### src/rtl/pc_counter.sv
// Program-counter register for the instruction-fetch stage.
// Captures the next PC each clock (redirect > load > stall), and exposes
// the sequential next PC, a valid flag and an optional misalignment flag.
module pc_counter #(
  parameter int unsigned      WIDTH        = 32,
  parameter logic [WIDTH-1:0] RESET_VECTOR = '0,
  parameter int unsigned      INC          = 4,
  parameter int unsigned      ALIGN_BITS   = 0
) (
  input  logic             clk,
  input  logic             rst_n,
  input  logic [WIDTH-1:0] npc,
  input  logic             en,
  input  logic             redirect,
  input  logic [WIDTH-1:0] redirect_pc,
  output logic [WIDTH-1:0] PC,
  output logic [WIDTH-1:0] pc_seq,
  output logic             pc_valid,
  output logic             misaligned
);

  localparam logic [WIDTH-1:0] INC_W = WIDTH'(INC);

  // Modulo-2^WIDTH add; the carry out is intentionally discarded.
  function automatic logic [WIDTH-1:0] wrap_add(input logic [WIDTH-1:0] a,
                                                input logic [WIDTH-1:0] b);
    return a + b;
  endfunction

  logic [WIDTH-1:0] pc_p0;
  logic             vld_p0;

  // Stage p0: PC register; redirect overrides stall, stall holds everything.
  always_ff @(posedge clk or negedge rst_n) begin
    if (!rst_n) begin
      pc_p0  <= RESET_VECTOR;
      vld_p0 <= 1'b0;
    end else if (redirect) begin
      pc_p0  <= redirect_pc;
      vld_p0 <= 1'b1;
    end else if (en) begin
      pc_p0  <= npc;
      vld_p0 <= 1'b1;
    end
  end

  assign PC       = pc_p0;
  assign pc_valid = vld_p0;
  assign pc_seq   = wrap_add(pc_p0, INC_W);

  // Alignment check only exists when some LSBs are required to be zero.
  generate
    if (ALIGN_BITS == 0) begin : g_no_align
      assign misaligned = 1'b0;
    end else begin : g_align
      assign misaligned = |pc_p0[ALIGN_BITS-1:0];
    end
  endgenerate

endmodule

### config.mk
export PLATFORM = sky130hd
export DESIGN_NAME = pc_counter
export DESIGN_NICKNAME = d
export VERILOG_FILES = /design/src/rtl/pc_counter.sv
export SDC_FILE = /design/constraint.sdc
export NUM_CORES = 1
export LEC_CHECK = 0
export CAP_MARGIN = 20
export CORE_ASPECT_RATIO = 1.2
export CORE_UTILIZATION = 25
export CTS_CLUSTER_DIAMETER = 150
export DETAILED_ROUTE_END_ITERATION = 10
export SYNTH_ARGS = -nofsm -noshare
export SYNTH_HDL_FRONTEND = slang
export SYNTH_SLANG_ARGS = --single-unit
### constraint.sdc
create_clock -name clk -period 2.6 [get_ports clk]
set_input_delay 0.39 -clock clk [delete_from_list [all_inputs] [get_ports clk]]
set_output_delay 0.39 -clock clk [all_outputs]
set_load 0.1 [all_outputs]
==> run_1/route_heat.png <==
(4 px per um) 17 x 20 tiles, from black (low) to pale yellow (high), scaled to the fullest tile. Values are wire area over tile area, all layers added.
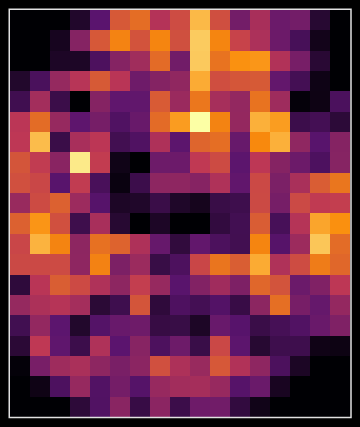
mean over tiles	0.12
fullest tile	0.35
tiles over half the peak	27%
emptiest ninth of the die	south-east
nearly empty tiles	9.1%
Routed wire per std cell: 15.0 um
drt total wl: 6800 um

==> run_1/clock_nets.png <==
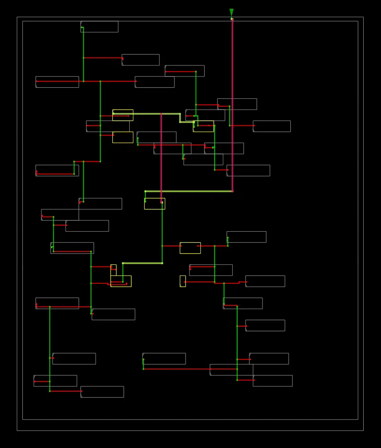
Seq cells: 33
CLK BUF: 8

==> run_1/m3.png <==
(4 px per um)
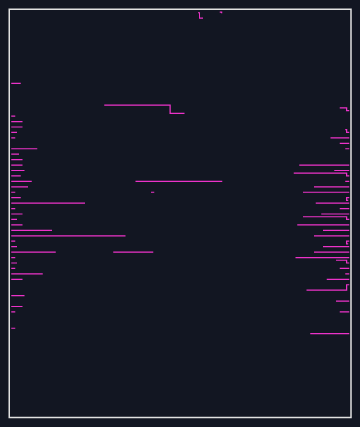
longest straight run	28.3 um
main direction	horizontal
M3 GR Usage: 0.0326
routed via count: 2124

## run 1: worst reg2reg max path, cell delays in order, from the launching register on
cell and delay, ps:
dfrtp_4 500, buf_4 150, mux2i_1 110, o21ai_0 90
## run 1: area by class of cell
cell class / instances / share of cell area
Tap cell: 95 / 0.0277
Inverter: 2 / 0.00175
Multi-Input combinational cell: 174 / 0.381
Clock buffer: 8 / 0.0210
Sequential cell: 33 / 0.209
Timing Repair Buffer: 141 / 0.360
## run 1: layer usage
| metal | global-route usage | up-vias | wire length (um) |
|---|---|---|---|
| met3 | 0.0326 | 4 | 377 |
| met5 | 0 | - | 0 |
| li1 | - | 1028 | - |
| met1 | 0.198 | 1017 | 2920 |
| met4 | 0.0430 | 0 | 63 |
| met2 | 0.276 | 75 | 3440 |
## run 1: worst max path at each step
stage,from,endpoint,slack (ps),cells after the start
finish,PC[2],pc_seq[14],90,7
global route,PC[2],pc_seq[24],-30,7
CTS,PC[6],pc_seq[24],20,6
detailed placement,PC[2],pc_seq[31],190,5
global placement,PC[2],pc_seq[25],210,5
floorplan,PC[2],pc_seq[28],-160,5
## run 1: sequential cells by signal, indices dropped and copies added, names as in the netlist
name,cells
PC,32
pc_valid,1
## run 1: layout by cell type (no fill, tap or decap), types with 2 or more instances in the layout
cell / netlist / layout
clkbuf_1: 7 / 2
xnor2_2: 0 / 5
or2_1: 2 / 2
clkbuf_8: 0 / 6
buf_12: 0 / 26
xor2_4: 0 / 4
xor2_2: 0 / 3
nor2_1: 5 / 5
dfrtp_2: 0 / 13
xnor2_4: 0 / 15
nand4_1: 7 / 7
buf_4: 3 / 46
buf_6: 0 / 2
mux2i_1: 32 / 32
dfrtp_1: 33 / 5
nand3_4: 0 / 2
nand2_1: 40 / 40
nor4_4: 2 / 2
and3_1: 3 / 3
dfrtp_4: 0 / 15
and4_1: 2 / 2
inv_1: 2 / 2
buf_2: 3 / 3
clkdlybuf4s50_1: 0 / 64
o21ai_0: 32 / 32
nand3_1: 12 / 10
## run 1: metrics by stage
| step | setup TNS [ps] | instances |
|---|---|---|
| floorplan | -879 | 224 |
| global placement | 0 | 438 |
| detailed placement | 0 | 438 |
| CTS | 0 | 447 |
| global route | -30.3 | 453 |
| finish | 0 | 453 |
## run 1: repair_timing
action / in CTS / in global routing
setup endpoints to repair: 9 / 8
buffers inserted: 1 / 6
gates resized: 1 / 4
pin swaps: 4 / 7
## run 1: cell families (layout without fill, tap and decap cells)
group / after synthesis / after routing / share of synthesized area
other cells: 1 / 1 / 0.00181
compound gates: 32 / 32 / 0.0774
fa+ha+maj: 1 / 1 / 0.00604
simple gates: 80 / 80 / 0.204
buf+inv: 17 / 151 / 0.0381
flops: 33 / 33 / 0.399
xor+xnor: 28 / 28 / 0.119
mux: 32 / 32 / 0.155
## run 1: power groups by stage
stage          Combinational, W  Sequential (W)  Clock [W]
6_report                0.00134        0.000691   0.000408
5_1_grt                 0.00138        0.000703   0.000448
3_3_place_gp            0.00133        0.000697          0
4_1_cts                 0.00134        0.000690   0.000430
3_5_place_dp            0.00134        0.000701          0
2_1_floorplan          0.000594         0.00102          0
==> results_dict.tcl, run 1 <==
# collected from the flow reports
set metrics [dict create \
    clock_skew_ps 0 \
    path_buffers 2 \
    core-area_um2 8060 \
    setup_viol 0 \
    fp_util 0.257 \
    rr_worst_depth 3 \
    p_int_w 0.00123 \
    outcome "complete, no violations" \
    post-place-ws_ps 192 \
    period_minus_slack_ps 2510 \
    p_sw_frac 0.496 \
    synthFlopType "dfrtp_1" \
    rr_startpoint "PC[3]" \
    p_per_area_nw_per_um2 568 \
    power_frac_comb 0.549 \
    ys_area_um2 2070 \
    min_period_over_period 0.966 \
    p_seq_frac 0.284 \
    io_buffers 132 \
    chipArea_um2 8650 \
]
==> run 1 -> run 2 <==
CAP_MARGIN = 15   (was 20)
==> run_2/clock_nets.png <==
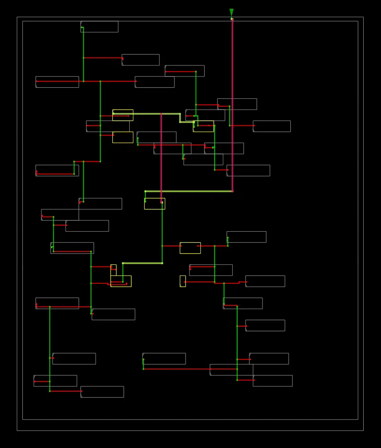
later-pin clock latency in the skew report: 280 ps
CTS Sinks: 33
Clock Skew: 0 ps
total CTS buffers: 5

==> run_2/clock_wires.png <==
(4 px per um)
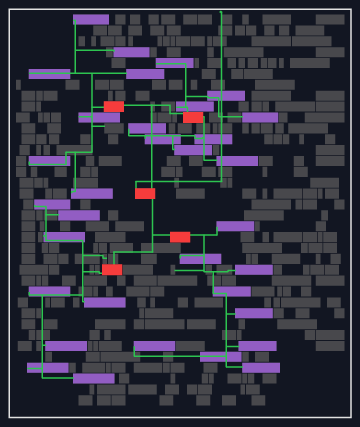
[clock wires] green | length: 554 um
[flip-flops] purple | count: 33
[clock-net drivers] red | count: 5
routed clock nets	6
Clock Power: 0.000408 W
Clk network pwr share: 0.168

==> run 2 against run 1 <==
Non-clock buffer count unchanged. Synthesized area unchanged. Sequential cell count unchanged. Combinational power about the same. Fmax unchanged. Critical path depth unchanged. Cell area unchanged. Clock skew unchanged. Wire length unchanged.
==> results_dict.tcl, run 2 <==
# collected from the flow reports
set metrics [dict create \
    outcome "complete, no violations" \
    setup_viol 0 \
    utilization 0.533 \
    netlist_top_cells_area "dfrtp_1 40%, mux2i_1 15%, xnor2_1 8.5%" \
    wirelength_um 6800 \
    ys_area_um2 2070 \
    track_usage 0.158 \
    logic_family "simple AND/OR/NAND/NOR gates" \
    path_buffers 2 \
    synth_flops 33 \
    cts_max_level 2 \
    cp.required_ps 2210 \
    post_drt_wl_per_cell_um 15.0 \
    final_common_cell "clkdlybuf4s50_1" \
    p_per_area_nw_per_um2 568 \
    cts_max_path_buffers 2 \
    min_period_over_period 0.966 \
    core-area_um2 8060 \
    antennaDiodeCount 0 \
    yosysTopAreaCell "dfrtp_1" \
    largest_reg_flops 32 \
    adder_share 0.00605 \
    chipArea_um2 8650 \
    ys_sh_xor 0.119 \
    rr_worst_depth 3 \
    ys_sh_simple 0.204 \
    critPathMaxFanout 5 \
    dr_total_vias 2124 \
    ys_sh_mux 0.155 \
    ys_seq_share 0.399 \
    worstPathArrival_ps 2120 \
    aoi_share 0.0774 \
    synthFlopType "dfrtp_1" \
    rr_startpoint "PC[3]" \
    lay_top_cells "64 x clkdlybuf4s50_1, 46 x buf_4, 40 x nand2_1" \
    io_buffers 132 \
    grt_pass1_vias 2065 \
    fp_util 0.257 \
    period_minus_slack_ps 2510 \
    detail_route.iter0.violations 63 \
]
==> run 2: cell families after synthesis <==
group	count (synthesis)
multiplexers	32
flip-flops	33
AND/OR/NAND/NOR	80
buffers and inverters	17
adder cells (fa/ha/maj)	1
XOR/XNOR	28
AND-OR/OR-AND	32
other	1
==> run 2: metal layers <==
| metal | GRT usage | vias up | part of all wire |
|---|---|---|---|
| li1 | - | 1028 | - |
| met1 | 0.198 | 1017 | 0.43 |
| met2 | 0.276 | 75 | 0.51 |
| met3 | 0.0326 | 4 | 0.055 |
| met4 | 0.0430 | 0 | 0.0093 |
| met5 | 0 | - | 0 |
==> run 2: per-stage QoR <==
stage               setup TNS (ps)  power (W)  std cells  setup slack [ps]
global route                 -30.3    0.00253        453             -29.9
global placement                 0    0.00203        438               212
floorplan                     -879    0.00162        224              -162
detailed placement               0    0.00204        438               192
finish                           0    0.00244        453              87.7
CTS                              0    0.00246        447              22.9
==> run 2: power breakdown <==
| part | switching (W) | internal [W] |
|---|---|---|
| combinational | 0.000904 | 0.000434 |
| clock | 0.000192 | 0.000216 |
| sequential | 0.000113 | 0.000578 |
==> run 2: how the worst max path moves through the flow <==
stage / start / end / slack, ps / depth (start not counted)
finish: PC[2] / pc_seq[14] / 90 / 7
global route: PC[2] / pc_seq[24] / -30 / 7
CTS: PC[6] / pc_seq[24] / 20 / 6
detailed placement: PC[2] / pc_seq[31] / 190 / 5
global placement: PC[2] / pc_seq[25] / 210 / 5
floorplan: PC[2] / pc_seq[28] / -160 / 5
==> run 2: area by class of cell <==
class,instances,area (um2)
fill,729,3770
multi-input combinational,174,1640
timing repair buffer,141,1540
sequential,33,898
tap,95,119
clock buffer,8,90.1
inverter,2,7.51
==> run 2: timing repair <==
action	CTS	global route
hold buffers	0	0
setup endpoints to repair	9	8
pin swaps	4	7
resized	1	4
setup buffers	1	6
Power figures rest on the tool's default switching activity, not on a simulated workload.
